Gate-type map:
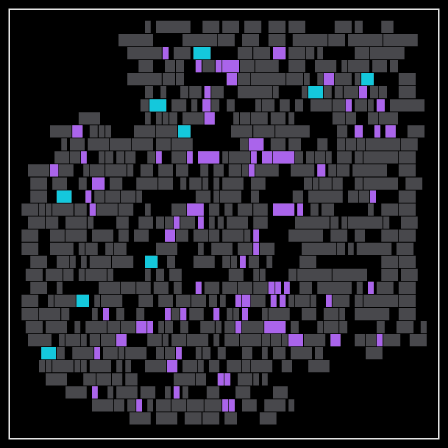
Layout detail:
The bar under the picture is 5 um long. Window x 35 to 55, y 52 to 72 um. Cells in grey, sequential cells in the stronger grey; small squares are vias.
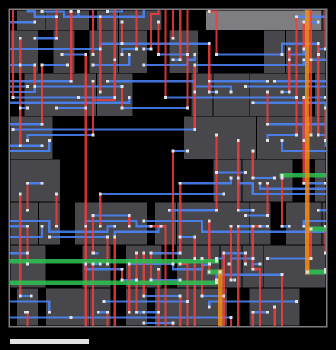
The clock network:
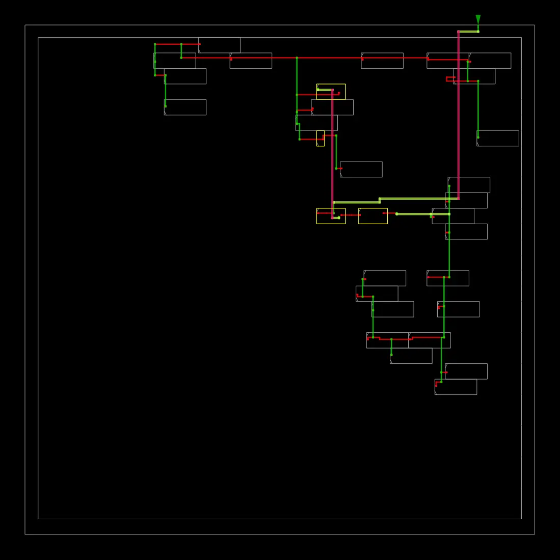
$ cat config.mk
export PLATFORM = sky130hd
export DESIGN_NAME = combat_resolver
export DESIGN_NICKNAME = d
export VERILOG_FILES = /design/src/rtl/fight_pkg.sv /design/src/rtl/hit_check.sv /design/src/rtl/combat_resolver.sv
export SDC_FILE = /design/constraint.sdc
export NUM_CORES = 1
export LEC_CHECK = 0
export ABC_CLOCK_PERIOD_IN_PS = 4820
export CAP_MARGIN = 20
export CORE_MARGIN = 2
export CORE_UTILIZATION = 50
export CTS_CLUSTER_SIZE = 12
export DETAILED_ROUTE_END_ITERATION = 8
export PLACE_DENSITY = 0.76
export SLEW_MARGIN = 20
export SYNTH_ARGS = -nofsm -noshare
export SYNTH_HDL_FRONTEND = slang
export SYNTH_HIERARCHICAL = 1
export SYNTH_SLANG_ARGS = --single-unit
$ cat constraint.sdc
create_clock -name clk -period 4.82 [get_ports clk]
set_clock_uncertainty 0.2 [all_clocks]
set_input_delay 0.482 -clock clk [delete_from_list [all_inputs] [get_ports clk]]
set_output_delay 0.482 -clock clk [all_outputs]
set_load 0.005 [all_outputs]
$ cat src/rtl/fight_pkg.sv
// Shared encodings and constants for the combat resolver slice.
// Holds character states, box offsets, damage/stun defaults, winner codes.
package fight_pkg;

    typedef enum logic [3:0] {
        ST_IDLE           = 4'd0,
        ST_WALK_FWD       = 4'd1,
        ST_WALK_BACK      = 4'd2,
        ST_BASIC_STARTUP  = 4'd3,
        ST_BASIC_ACTIVE   = 4'd4,
        ST_BASIC_RECOVERY = 4'd5,
        ST_DIR_STARTUP    = 4'd6,
        ST_DIR_ACTIVE     = 4'd7,
        ST_DIR_RECOVERY   = 4'd8,
        ST_HITSTUN        = 4'd9,
        ST_BLOCKSTUN      = 4'd10
    } char_state_e;

    typedef enum logic [1:0] {
        R_RESET = 2'd0,
        R_FIGHT = 2'd1,
        R_KO    = 2'd2
    } res_state_e;

    typedef enum logic [1:0] {
        WIN_NONE   = 2'b00,
        WIN_P1     = 2'b01,
        WIN_P2     = 2'b10,
        WIN_DOUBLE = 2'b11
    } winner_e;

    // x offsets from sprite left edge
    localparam int HIT_L     = 45;
    localparam int HIT_R     = 58;
    localparam int HIT_M_L   = 6;
    localparam int HIT_M_R   = 19;
    localparam int HURT_L    = 20;
    localparam int HURT_R    = 44;

    localparam int DEF_MAX_HEALTH  = 100;
    localparam int DEF_BASIC_DMG   = 10;
    localparam int DEF_DIR_DMG     = 15;
    localparam int DEF_HITSTUN     = 18;
    localparam int DEF_BLOCKSTUN   = 12;

    function automatic logic is_live(input logic [3:0] st);
        return (st == ST_BASIC_ACTIVE) || (st == ST_DIR_ACTIVE);
    endfunction

    function automatic logic can_block(input logic [3:0] st);
        return (st == ST_IDLE) || (st == ST_WALK_BACK) ||
               (st == ST_BLOCKSTUN);
    endfunction

endpackage

$ cat src/rtl/hit_check.sv
// Combinational attack test: attacker live and hitbox overlaps hurtbox.
// Ports: atk_state, atk_l/atk_r, def_l/def_r in (11-bit x); live_overlap out.
module hit_check
    import fight_pkg::*;
(
    input  logic [3:0]  atk_state,
    input  logic [10:0] atk_l,
    input  logic [10:0] atk_r,
    input  logic [10:0] def_l,
    input  logic [10:0] def_r,
    output logic        live_overlap
);

    assign live_overlap = is_live(atk_state) &&
                          (atk_l < def_r) && (def_l < atk_r);

endmodule

$ cat src/rtl/combat_resolver.sv
// Per-frame hit detection, damage, stun requests and KO tracking.
// Ports: clk, rst, frame_tick, p*_state/pos_x/block in; p*_health, p*_stun_req,
// p*_stun_block, p*_stun_frames, game_over, winner out.
// Option: define COMBAT_CHIP_DAMAGE_EN for chip damage on blocked hits.
module combat_resolver
    import fight_pkg::*;
#(
    parameter int MAX_HEALTH       = DEF_MAX_HEALTH,
    parameter int BASIC_DMG        = DEF_BASIC_DMG,
    parameter int DIR_DMG          = DEF_DIR_DMG,
    parameter int HITSTUN_FRAMES   = DEF_HITSTUN,
    parameter int BLOCKSTUN_FRAMES = DEF_BLOCKSTUN
) (
    input  logic       clk,
    input  logic       rst,
    input  logic       frame_tick,
    input  logic [3:0] p1_state,
    input  logic [3:0] p2_state,
    input  logic [9:0] p1_pos_x,
    input  logic [9:0] p2_pos_x,
    input  logic       p1_block,
    input  logic       p2_block,
    output logic [6:0] p1_health,
    output logic [6:0] p2_health,
    output logic       p1_stun_req,
    output logic       p2_stun_req,
    output logic       p1_stun_block,
    output logic       p2_stun_block,
    output logic [4:0] p1_stun_frames,
    output logic [4:0] p2_stun_frames,
    output logic       game_over,
    output logic [1:0] winner
);

    res_state_e rstate;
    logic       latch12;
    logic       latch21;
    logic       ov12;
    logic       ov21;

    // 11-bit math keeps boxes near x=1023 from wrapping
    logic [10:0] x1;
    logic [10:0] x2;
    assign x1 = {1'b0, p1_pos_x};
    assign x2 = {1'b0, p2_pos_x};

    hit_check u_p1_to_p2 (
        .atk_state    (p1_state),
        .atk_l        (x1 + 11'(HIT_L)),
        .atk_r        (x1 + 11'(HIT_R)),
        .def_l        (x2 + 11'(HURT_L)),
        .def_r        (x2 + 11'(HURT_R)),
        .live_overlap (ov12)
    );

    hit_check u_p2_to_p1 (
        .atk_state    (p2_state),
        .atk_l        (x2 + 11'(HIT_M_L)),
        .atk_r        (x2 + 11'(HIT_M_R)),
        .def_l        (x1 + 11'(HURT_L)),
        .def_r        (x1 + 11'(HURT_R)),
        .live_overlap (ov21)
    );

    logic hit12;
    logic hit21;
    logic blk1;
    logic blk2;
    assign hit12 = ov12 && !latch12;
    assign hit21 = ov21 && !latch21;
    assign blk1  = p1_block && can_block(p1_state);
    assign blk2  = p2_block && can_block(p2_state);

    function automatic logic [6:0] apply_dmg(
        input logic [6:0] h,
        input logic       hit,
        input logic       blocked,
        input logic       dir
    );
        logic [6:0] dmg;
        logic [6:0] chip;
        dmg  = dir ? 7'(DIR_DMG) : 7'(BASIC_DMG);
        chip = dir ? 7'd2 : 7'd1;
        if (!hit)
            return h;
        if (!blocked)
            return (h > dmg) ? h - dmg : 7'd0;
`ifdef COMBAT_CHIP_DAMAGE_EN
        // chip damage never finishes a player off
        return (h > chip) ? h - chip : ((h == 7'd0) ? 7'd0 : 7'd1);
`else
        return (chip == 7'd0) ? 7'd0 : h;
`endif
    endfunction

    always_ff @(posedge clk) begin
        if (rst) begin
            rstate         <= R_RESET;
            p1_health      <= 7'(MAX_HEALTH);
            p2_health      <= 7'(MAX_HEALTH);
            p1_stun_req    <= 1'b0;
            p2_stun_req    <= 1'b0;
            p1_stun_block  <= 1'b0;
            p2_stun_block  <= 1'b0;
            p1_stun_frames <= 5'd0;
            p2_stun_frames <= 5'd0;
            game_over      <= 1'b0;
            winner         <= WIN_NONE;
            latch12        <= 1'b0;
            latch21        <= 1'b0;
        end else begin
            p1_stun_req <= 1'b0;
            p2_stun_req <= 1'b0;
            case (rstate)
                R_RESET: rstate <= R_FIGHT;
                R_FIGHT: begin
                    if (p1_health == 7'd0 || p2_health == 7'd0) begin
                        rstate    <= R_KO;
                        game_over <= 1'b1;
                        if (p1_health == 7'd0 && p2_health == 7'd0)
                            winner <= WIN_DOUBLE;
                        else if (p2_health == 7'd0)
                            winner <= WIN_P1;
                        else
                            winner <= WIN_P2;
                    end else if (frame_tick) begin
                        p2_health <= apply_dmg(p2_health, hit12, blk2,
                                               p1_state == ST_DIR_ACTIVE);
                        p1_health <= apply_dmg(p1_health, hit21, blk1,
                                               p2_state == ST_DIR_ACTIVE);
                        // latch spans one active window of the attacker
                        latch12 <= is_live(p1_state) ? (latch12 | ov12) : 1'b0;
                        latch21 <= is_live(p2_state) ? (latch21 | ov21) : 1'b0;
                        if (hit12) begin
                            p2_stun_req    <= 1'b1;
                            p2_stun_block  <= blk2;
                            p2_stun_frames <= blk2 ? 5'(BLOCKSTUN_FRAMES)
                                                   : 5'(HITSTUN_FRAMES);
                        end
                        if (hit21) begin
                            p1_stun_req    <= 1'b1;
                            p1_stun_block  <= blk1;
                            p1_stun_frames <= blk1 ? 5'(BLOCKSTUN_FRAMES)
                                                   : 5'(HITSTUN_FRAMES);
                        end
                    end
                end
                default: rstate <= R_KO;
            endcase
        end
    end

endmodule

==> out/summary.txt <==
Worst ir drop on vdd: 81.1 uV
CP arrival: 4.46 ns
RSZ-0062 raised after global routing: no
Slew Viols, Final: 0
H-tree Lvls: 1
Via count: 3410
Outcome: finished, final reports clean
Tool warnings: 33
Post-Syn Area: 0.00363 mm^2
Row count: 31
Register share after synthesis: 0.149
Hold Vio Cnt, Final: 0
HP Class: reg2reg
Worst path cell trace: clkdlybuf4s50_1, ha_1, nor2b_1, o21ai_0, xnor2_1, inv_1, ha_1, nand4_1, nor2_1, a21oi_1, a21oi_1, nor4_2, nor3b_2, nand4_2, or4_1, a21oi_1
Fin Hold WS: 0.268 ns
CTS tree: yes
Ys async rst share: 0
# Cells Yosys: 485
Fillcell total: 642
Drt wl/cell: 13.6 um
Slowest cell on crit path: clkdlybuf4s50_1
Placed insts: 632
Clock-pin slew on the worst setup and hold paths: 0.09 ns
Cell Type Count: 57
Slew @ Worst Pin: 0.906 ns
DR pass1 iterations: 4
Kind of critical path: in2reg
Antenna diodes: 0
DRC Markers: 0
Comb area: 0.00273 mm^2
Cell Pwr Density: 149 mW/mm^2
Core ar.: 0.00714 mm^2
Clock buffer depth: 2
Fmax: 223 MHz
Final net count: 630
Top cells excl fill/tap: inv_1, clkdlybuf4s50_1, ha_1
Hold buffers post-CTS: 0
Syn-to-layout area delta: 20.4%
Most used cell, CP: a21oi_1
Initial DRC Count: 117
FF/Latch Area: 541 um^2
Largest net degree at the start of global routing: 25
Crit-path max FO: 10
CTS root buf: clkbuf_8
About 'gate-type map':
nor cells -> purple  # cells 74, most used nor2_1
non-inverting ao/oa cells -> cyan  # cells 9, most used a211o_1
Finished Layout Cells: 636
combinational share of cell area: 0.625
Commonest Layout Cell: inv_1

About 'layout detail':
metal 1 -> blue
metal 2 -> red
metal 4 -> orange
metal 3 -> green
most frequent = inv_1 (5), ha_1 (5), nor2_1 (3)
sequential cells in the window = 0
cells with their middle in the window = 38

About 'the clock network':
TritonCTS buffer count: 3
clk_lat worst skew: 0.27 ns
Clock group: 125 uW

metrics by stage:
stage	util	worst slack (ns)	power, mW	area (um^2)
floorplan	-	0.918	0.439	3630
global placement	0.606	0.296	0.523	4330
detailed placement	0.606	0.136	0.529	4330
CTS	0.613	0.406	0.655	4370
global route	0.613	0.0577	0.701	4370
finish	0.613	0.344	0.652	4370
path summary, 6_finish.rpt:
check,endpoint,cells past startpoint,startpoint
min,winner[1],2,winner[1]
max,p1_health[3],16,p2_pos_x[3]
max reg2reg,p1_health[6],9,p1_health[0]
min reg2reg,winner[1],2,winner[1]
power by group:
part	internal [mW]	total [mW]	leakage [nW]	switching, mW
sequential	0.225	0.228	0.218	0.00301
clock	0.0591	0.125	0.0228	0.0659
combinational	0.140	0.299	1.67	0.159
total	0.425	0.652	1.91	0.228
tightest hold or removal path, cell delays in order, from the launching register on:
cell and delay, ns:
dfxtp_1 0.32, nand2_1 0.05, a21oi_1 0.05
synth_stat cells (3+ instances only):
cell / n
inv_1: 63
xnor2_1: 42
a21oi_1: 36
clkbuf_1: 13
dfxtp_1: 27
nor2_1: 46
nand2_1: 27
xor2_1: 18
buf_4: 8
and2_1: 5
nand3_1: 11
a211o_1: 3
buf_1: 3
nand4_1: 11
o31ai_1: 3
a22oi_1: 3
nand2b_1: 9
o21ai_0: 16
or4_1: 3
nor2b_1: 9
a211oi_1: 6
nor3_1: 7
and3_1: 3
nand3b_1: 3
o211ai_1: 3
ha_1: 59
cells by family (layout without fill, tap and decap cells):
logic type	Yosys count	in the layout	synth area share
buffers and inverters	88	139	0.0996
flip-flops	27	27	0.149
other	1	2	0.00103
XOR/XNOR	60	60	0.145
multiplexers	3	3	0.00861
AND/OR/NAND/NOR	160	160	0.246
AND-OR/OR-AND	87	87	0.147
adder cells (fa/ha/maj)	59	59	0.203
cell type report:
cell class                      count  area share
Clock buffer                        4      0.0103
Inverter                           63      0.0541
Tap cell                           99      0.0283
Multi-Input combinational cell    371       0.625
Timing Repair Buffer               72       0.159
Sequential cell                    27       0.124
sequential cells by signal, indices dropped and copies added (netlist names), 2 cells and up:
register,cells
p1_health,7
p2_health,7
p1_stun_frames,2
winner,2
rstate,2
p2_stun_frames,2
metal layers:
metal / up-vias / share of wire / track usage
met2: 89 / 0.48 / 0.400
met5: - / 0 / 0
met3: 14 / 0.042 / 0.0194
met1: 1565 / 0.46 / 0.278
li1: 1742 / - / -
met4: 0 / 0.019 / 0.0597
Power figures rest on the tool's default switching activity, not on a simulated workload.
